--- src/rtl/divider_arbiter.sv ---
// divider_arbiter: shares one sequential divider among N requesters.
// Round-robin selection in IDLE, one-cycle LAUNCH (grant + start), WAIT for
// the divider's done pulse (bounded by TIMEOUT), then RESP holds the result
// for the winner until it acknowledges. Divide-by-zero never reaches the
// divider: it is answered directly from LAUNCH.
module divider_arbiter #(
  parameter int N       = 4,
  parameter int WIDTH   = 24,
  parameter int TIMEOUT = 64
) (
  input  logic                 clk,
  input  logic                 rst_n,
  input  logic [N-1:0]         req,
  input  logic [N-1:0]         req_sign,
  input  logic [N*WIDTH-1:0]   req_dividend,
  input  logic [N*WIDTH-1:0]   req_divisor,
  output logic [N-1:0]         grant,
  output logic [N-1:0]         resp_valid,
  input  logic [N-1:0]         resp_ack,
  output logic [WIDTH-1:0]     resp_quotient,
  output logic [WIDTH-1:0]     resp_remainder,
  output logic                 resp_dbz,
  output logic                 resp_err,
  output logic                 busy,
  output logic                 div_start,
  output logic                 div_sign,
  output logic [WIDTH-1:0]     div_dividend,
  output logic [WIDTH-1:0]     div_divisor,
  input  logic [WIDTH-1:0]     div_quotient,
  input  logic [WIDTH-1:0]     div_remainder,
  input  logic                 div_ready
);

  localparam int PW = (N > 1) ? $clog2(N) : 1;
  localparam int CW = $clog2(TIMEOUT);

  typedef enum logic [1:0] {
    IDLE   = 2'd0,
    LAUNCH = 2'd1,
    WAIT   = 2'd2,
    RESP   = 2'd3
  } state_t;

  state_t           state_reg, state_next;
  logic [PW-1:0]    ptr_reg, ptr_next;
  logic [PW-1:0]    w_reg, w_next;
  logic             dbz_reg, dbz_next;
  logic [CW-1:0]    cnt_reg, cnt_next;
  logic             sign_reg, sign_next;
  logic [WIDTH-1:0] dividend_reg, dividend_next;
  logic [WIDTH-1:0] divisor_reg, divisor_next;
  logic [WIDTH-1:0] quo_reg, quo_next;
  logic [WIDTH-1:0] rem_reg, rem_next;
  logic             resp_dbz_reg, resp_dbz_next;
  logic             resp_err_reg, resp_err_next;

  // Per-requester operand views of the flattened buses
  logic [WIDTH-1:0] dvd_arr [N];
  logic [WIDTH-1:0] dvs_arr [N];

  genvar gi;
  generate
    for (gi = 0; gi < N; gi++) begin : g_unpack
      assign dvd_arr[gi] = req_dividend[gi*WIDTH +: WIDTH];
      assign dvs_arr[gi] = req_divisor[gi*WIDTH +: WIDTH];
    end
  endgenerate

  // Round-robin pick: rotate req so bit 0 is the requester at ptr, take the
  // lowest set bit, then rotate the offset back into a requester index.
  logic [N-1:0]  req_rot;
  logic [PW-1:0] rot_off;
  logic [PW:0]   pick_sum;
  logic [PW-1:0] pick;
  logic [PW-1:0] w_inc;
  logic [N-1:0]  w_onehot;

  assign req_rot  = (req >> ptr_reg) | (req << (N - int'(ptr_reg)));
  assign pick_sum = {1'b0, ptr_reg} + {1'b0, rot_off};
  assign pick     = (pick_sum >= (PW+1)'(N)) ? PW'(pick_sum - (PW+1)'(N))
                                             : pick_sum[PW-1:0];
  assign w_inc    = (w_reg == PW'(N-1)) ? '0 : w_reg + PW'(1);
  assign w_onehot = N'(1) << w_reg;

  // Lowest set bit of the rotated request vector
  always_comb begin
    rot_off = '0;
    for (int i = N - 1; i >= 0; i--) begin
      if (req_rot[i]) rot_off = PW'(i);
    end
  end

  // Next-state and output decode
  always_comb begin
    state_next    = state_reg;
    ptr_next      = ptr_reg;
    w_next        = w_reg;
    dbz_next      = dbz_reg;
    cnt_next      = cnt_reg;
    sign_next     = sign_reg;
    dividend_next = dividend_reg;
    divisor_next  = divisor_reg;
    quo_next      = quo_reg;
    rem_next      = rem_reg;
    resp_dbz_next = resp_dbz_reg;
    resp_err_next = resp_err_reg;
    grant         = '0;
    resp_valid    = '0;
    div_start     = 1'b0;

    case (state_reg)
      IDLE: begin
        if (|req) begin
          w_next        = pick;
          sign_next     = req_sign[pick];
          dividend_next = dvd_arr[pick];
          divisor_next  = dvs_arr[pick];
          dbz_next      = (dvs_arr[pick] == '0);
          state_next    = LAUNCH;
        end
      end

      LAUNCH: begin
        grant    = w_onehot;
        ptr_next = w_inc;
        if (dbz_reg) begin
          // Answer divide-by-zero locally; the divider is never started.
          quo_next      = '1;
          rem_next      = dividend_reg;
          resp_dbz_next = 1'b1;
          resp_err_next = 1'b0;
          state_next    = RESP;
        end else begin
          div_start  = 1'b1;
          cnt_next   = '0;
          state_next = WAIT;
        end
      end

      WAIT: begin
        cnt_next = cnt_reg + CW'(1);
        if (div_ready) begin
          // A done pulse beats a timeout landing in the same cycle.
          quo_next      = div_quotient;
          rem_next      = div_remainder;
          resp_dbz_next = 1'b0;
          resp_err_next = 1'b0;
          state_next    = RESP;
        end else if (cnt_reg == CW'(TIMEOUT - 1)) begin
          quo_next      = '0;
          rem_next      = '0;
          resp_dbz_next = 1'b0;
          resp_err_next = 1'b1;
          state_next    = RESP;
        end
      end

      RESP: begin
        resp_valid = w_onehot;
        if (|(resp_ack & w_onehot)) begin
          resp_dbz_next = 1'b0;
          resp_err_next = 1'b0;
          state_next    = IDLE;
        end
      end

      default: state_next = IDLE;
    endcase
  end

  // State and datapath registers, cleared asynchronously
  always_ff @(posedge clk or negedge rst_n) begin
    if (!rst_n) begin
      state_reg    <= IDLE;
      ptr_reg      <= '0;
      w_reg        <= '0;
      dbz_reg      <= 1'b0;
      cnt_reg      <= '0;
      sign_reg     <= 1'b0;
      dividend_reg <= '0;
      divisor_reg  <= '0;
      quo_reg      <= '0;
      rem_reg      <= '0;
      resp_dbz_reg <= 1'b0;
      resp_err_reg <= 1'b0;
    end else begin
      state_reg    <= state_next;
      ptr_reg      <= ptr_next;
      w_reg        <= w_next;
      dbz_reg      <= dbz_next;
      cnt_reg      <= cnt_next;
      sign_reg     <= sign_next;
      dividend_reg <= dividend_next;
      divisor_reg  <= divisor_next;
      quo_reg      <= quo_next;
      rem_reg      <= rem_next;
      resp_dbz_reg <= resp_dbz_next;
      resp_err_reg <= resp_err_next;
    end
  end

  assign busy           = (state_reg != IDLE);
  assign div_sign       = sign_reg;
  assign div_dividend   = dividend_reg;
  assign div_divisor    = divisor_reg;
  assign resp_quotient  = quo_reg;
  assign resp_remainder = rem_reg;
  assign resp_dbz       = resp_dbz_reg;
  assign resp_err       = resp_err_reg;

endmodule

--- config.mk ---
export PLATFORM = sky130hd
export DESIGN_NAME = divider_arbiter
export DESIGN_NICKNAME = d
export VERILOG_FILES = /design/src/rtl/divider_arbiter.sv
export SDC_FILE = /design/constraint.sdc
export NUM_CORES = 1
export LEC_CHECK = 0
export CORE_AREA = 2 2 141 143
export CTS_CLUSTER_DIAMETER = 30
export DETAILED_ROUTE_END_ITERATION = 16
export DIE_AREA = 0 0 143 145
export DONT_BUFFER_PORTS = 1
export PLACE_DENSITY = 0.57
export SLEW_MARGIN = 20
export SYNTH_ARGS = -nofsm -noshare
export SYNTH_HDL_FRONTEND = slang
export SYNTH_SLANG_ARGS = --single-unit
--- constraint.sdc ---
create_clock -name clk -period 5.48 [get_ports clk]
set_input_delay 0.548 -clock clk [delete_from_list [all_inputs] [get_ports clk]]
set_output_delay 0.548 -clock clk [all_outputs]
set_load 0.05 [all_outputs]
Figure 1. Cells by drive strength (run 1).
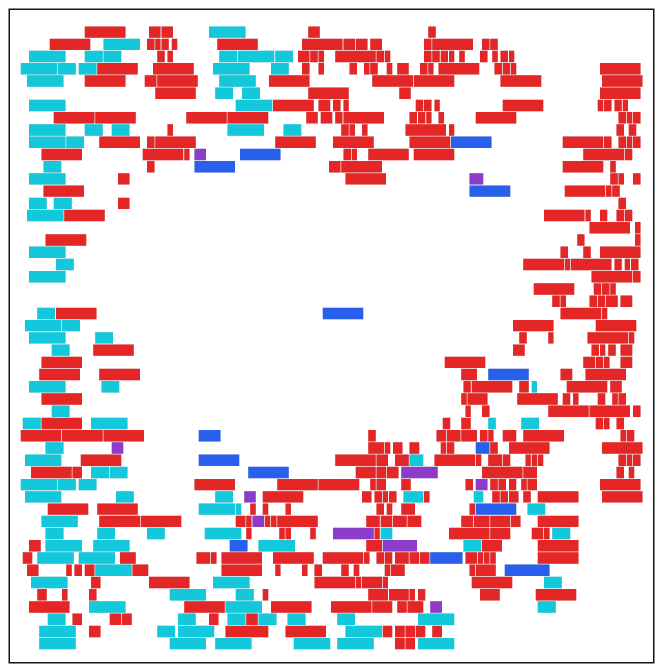
[x6 and larger] blue | cells: 14 | share: 2.7% | most used: clkbuf_16
[x3 and x4] purple | cells: 10 | share: 1.9% | most used: buf_4
[x2] cyan | cells: 103 | share: 20% | most used: mux4_2
[x1 and smaller] red | cells: 399 | share: 76% | most used: dfrtp_1
design area: 6880 um^2
final worst setup slack: 0.371 ns

Figure 2. Routed clock nets over the placement (run 1).
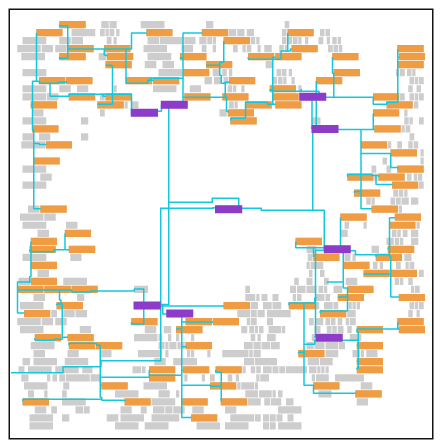
[flip-flops] orange | count: 112
[clock-net drivers] purple | count: 9
[clock wires] cyan | length: 1530 um
flops lie: all over the die
Worst Skew: 0.0102 ns
clk_lat worst skew: 0.35 ns

Figure 3. Signal wires on met1 (run 1).
Supply wires on this layer in grey.
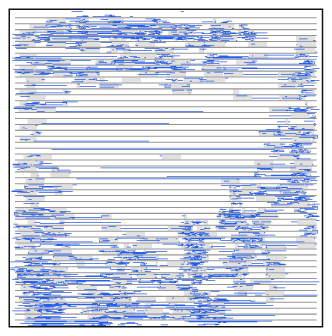
share of all routed wire: 38%
main direction: horizontal
total wire length: 19800 um
grt met1 use: 22.3%

Figure 4. Placement by cell class (run 1).
Scale bar: 50 um.
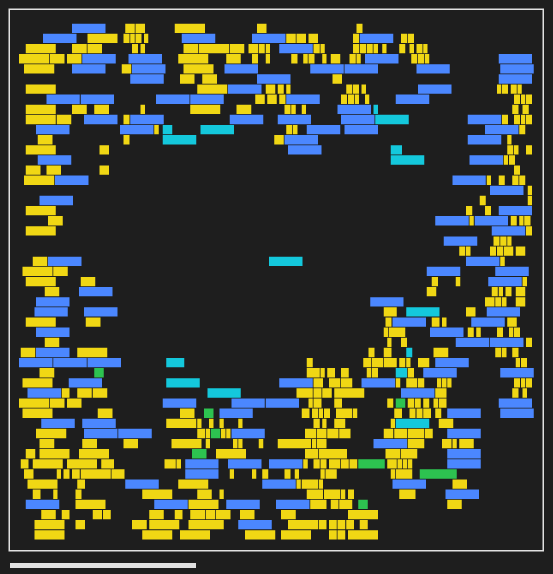
[registers] blue | cells: 112
[remaining logic cells] yellow | cells: 391
[remaining buffers and delay cells] green | cells: 8
[clock drivers and dummy loads] cyan | cells: 15
Seq area share: 40.7%
Core Area: 19200 um^2
num rows: 51

[run 1: cell type report]
| cell class | count | area (um^2) |
|---|---|---|
| Antenna cell | 5 | 12.5 |
| Clock buffer | 11 | 243 |
| Clock inverter | 4 | 30.0 |
| Fill cell | 1856 | 12300 |
| Inverter | 11 | 41.3 |
| Multi-Input combinational cell | 380 | 3320 |
| Sequential cell | 112 | 2800 |
| Tap cell | 265 | 332 |
| Timing Repair Buffer | 8 | 96.3 |
[run 1: worst paths after layout]
path,startpoint,endpoint,depth (start not counted)
worst max-delay path,ptr_reg[0],dbz_reg,17
worst min-delay path,rst_n,state_reg[0],1
max in group asynchronous,rst_n,resp_remainder[7],1
worst max register to register,ptr_reg[0],dbz_reg,17
min in group clk,div_remainder[9],resp_remainder[9],2
worst min register to register,cnt_reg[0],cnt_reg[0],1
[run 1: worst max-delay path, cell delays in order, from the launching register on]
cell	delay, ns
dfrtp_1	0.56
inv_1	0.18
ha_1	0.41
mux2i_1	0.18
o22ai_1	0.27
nor2_1	0.06
o21ai_0	0.28
nand3b_1	0.16
a32o_1	0.27
ha_4	0.16
xnor2_1	0.15
or3_2	0.53
o211ai_4	0.22
buf_12	0.16
mux4_1	0.28
or4_1	0.54
nor4_1	0.41
a32o_2	0.23
[run 1: what timing repair did]
item,in CTS,in global routing
hold buffers,1,0
gates resized,0,1
buffers inserted,0,3
endpoints found under the hold margin,112,0
endpoints found under the setup margin,0,1
[run 1: per-stage QoR]
step	cell area, um^2	util (%)
after CTS	6830	35.6
after floorplan	6330	-
after global placement	6530	34.0
after global routing	6880	35.8
after detailed placement	6530	34.0
final	6880	35.8
[run 1: Yosys cell counts, types with 2 or more instances]
library cell | number | area share (%)
mux4_2 | 48 | 17
nand2_1 | 73 | 4.3
xnor2_1 | 3 | 0.41
and2_1 | 10 | 0.99
o21ai_0 | 57 | 4.5
a21oi_1 | 27 | 2.1
buf_2 | 6 | 0.47
buf_6 | 2 | 0.36
mux2i_1 | 4 | 0.63
nor4_1 | 10 | 0.99
inv_1 | 9 | 0.53
nor2_1 | 10 | 0.59
dfrtp_1 | 112 | 44
o221ai_1 | 2 | 0.28
nand2b_1 | 2 | 0.20
mux2_2 | 47 | 8.4
a32o_1 | 2 | 0.32
or4_1 | 5 | 0.59
a22oi_1 | 24 | 2.8
o31ai_1 | 2 | 0.24
o22ai_1 | 2 | 0.20
ha_1 | 12 | 2.4
nand3_1 | 9 | 0.71
nor3_1 | 3 | 0.24
clkbuf_1 | 33 | 2.0
nor2b_1 | 6 | 0.59
[run 1: routing by layer]
metal / wire length, um / vias to the layer above / global-route usage (%) / share of wire (%)
met3: 1880 / 33 / 6.40 / 9.5
met2: 10000 / 288 / 31.6 / 51
met1: 7480 / 2306 / 22.3 / 38
met4: 361 / 6 / 5.40 / 1.8
li1: - / 1998 / - / -
met5: 41 / - / 0 / 0.21
==> results.ini <==
[outcome]
outcome=complete, no violations

[synthesis]
edf_count=0
synth_nets=812
ys_types=51
ys_sh_mux_pct=26.8
synth_cells=545
ys.flop_type=dfrtp_1
synthArstFlopShare_pct=100
netlist_area_um2=6330
yosysCellCount=545
ys_sh_adder_pct=2.37
ys_area_um2=6330
xor_share_pct=0.553
yosys.area_share.simple_pct=10.1
top_logic_kind=multiplexers
synth.yosys.seq_area_share_pct=44.3
numSynthFlops=112
post_synth.cell_area_avg_um2=11.6
yosys_warnings=0

[cells_and_area]
nets=789
final_cell_mix=dfrtp_1, nand2_1, o21ai_0, mux4_2, mux2_2
syn2layout_area_growth_pct=8.65
post_layout_nonfiller_instances=796
layout_top_cell=dfrtp_1
drive_gt1_share_pct=24.1

[setup_path]
worst-path-max-fanout=12
ff2ff_setup_slack_ns=0.37
cp-start-kind=flip-flop
crit_arrival_ns=5.40
required_ns=5.77
end_kind=flip-flop
path_class=reg -> reg

[clocking]
clock_path_buffers=2
numCtsBuffers=9
clkSinkCount=112
path_clk_slew_ns=0.08
cts_tree=done

[drt]
ant_nets=0
vias=4631
drc_errors=0
avgViaCountPerCell=5.82
first_pass_iters=5
drt-wirelength-per-cell_um=24.8

[final_timing]
max_freq_ghz=0.196
tightest_slew_ns=1.09
timing.hold.ws_ns=0.133
rsz0062_at_grt=false
fin_crit_sh_pct=93.2
finalCriticalPeriod_ns=5.11
hold_viol=0
drv_slew=0
finalSetupTns_ns=0
slew_headroom_pct=27.4

[grt]
grt-ovfl-total=0
grtUsageTotal_pct=18.6

[placed_design]
dp_hpwl_um=15500
io_buffers=0
dp_slack_ns=0.237
gp_congestion=0.957

[die]
ios=364
fp_util_pct=33.0
die_h_um=145
die_area_um2=20700
die_width_um=143

[job]
max-cap-violations=0
log.warning_count=36

[min_path]
hold_path_class=in -> async

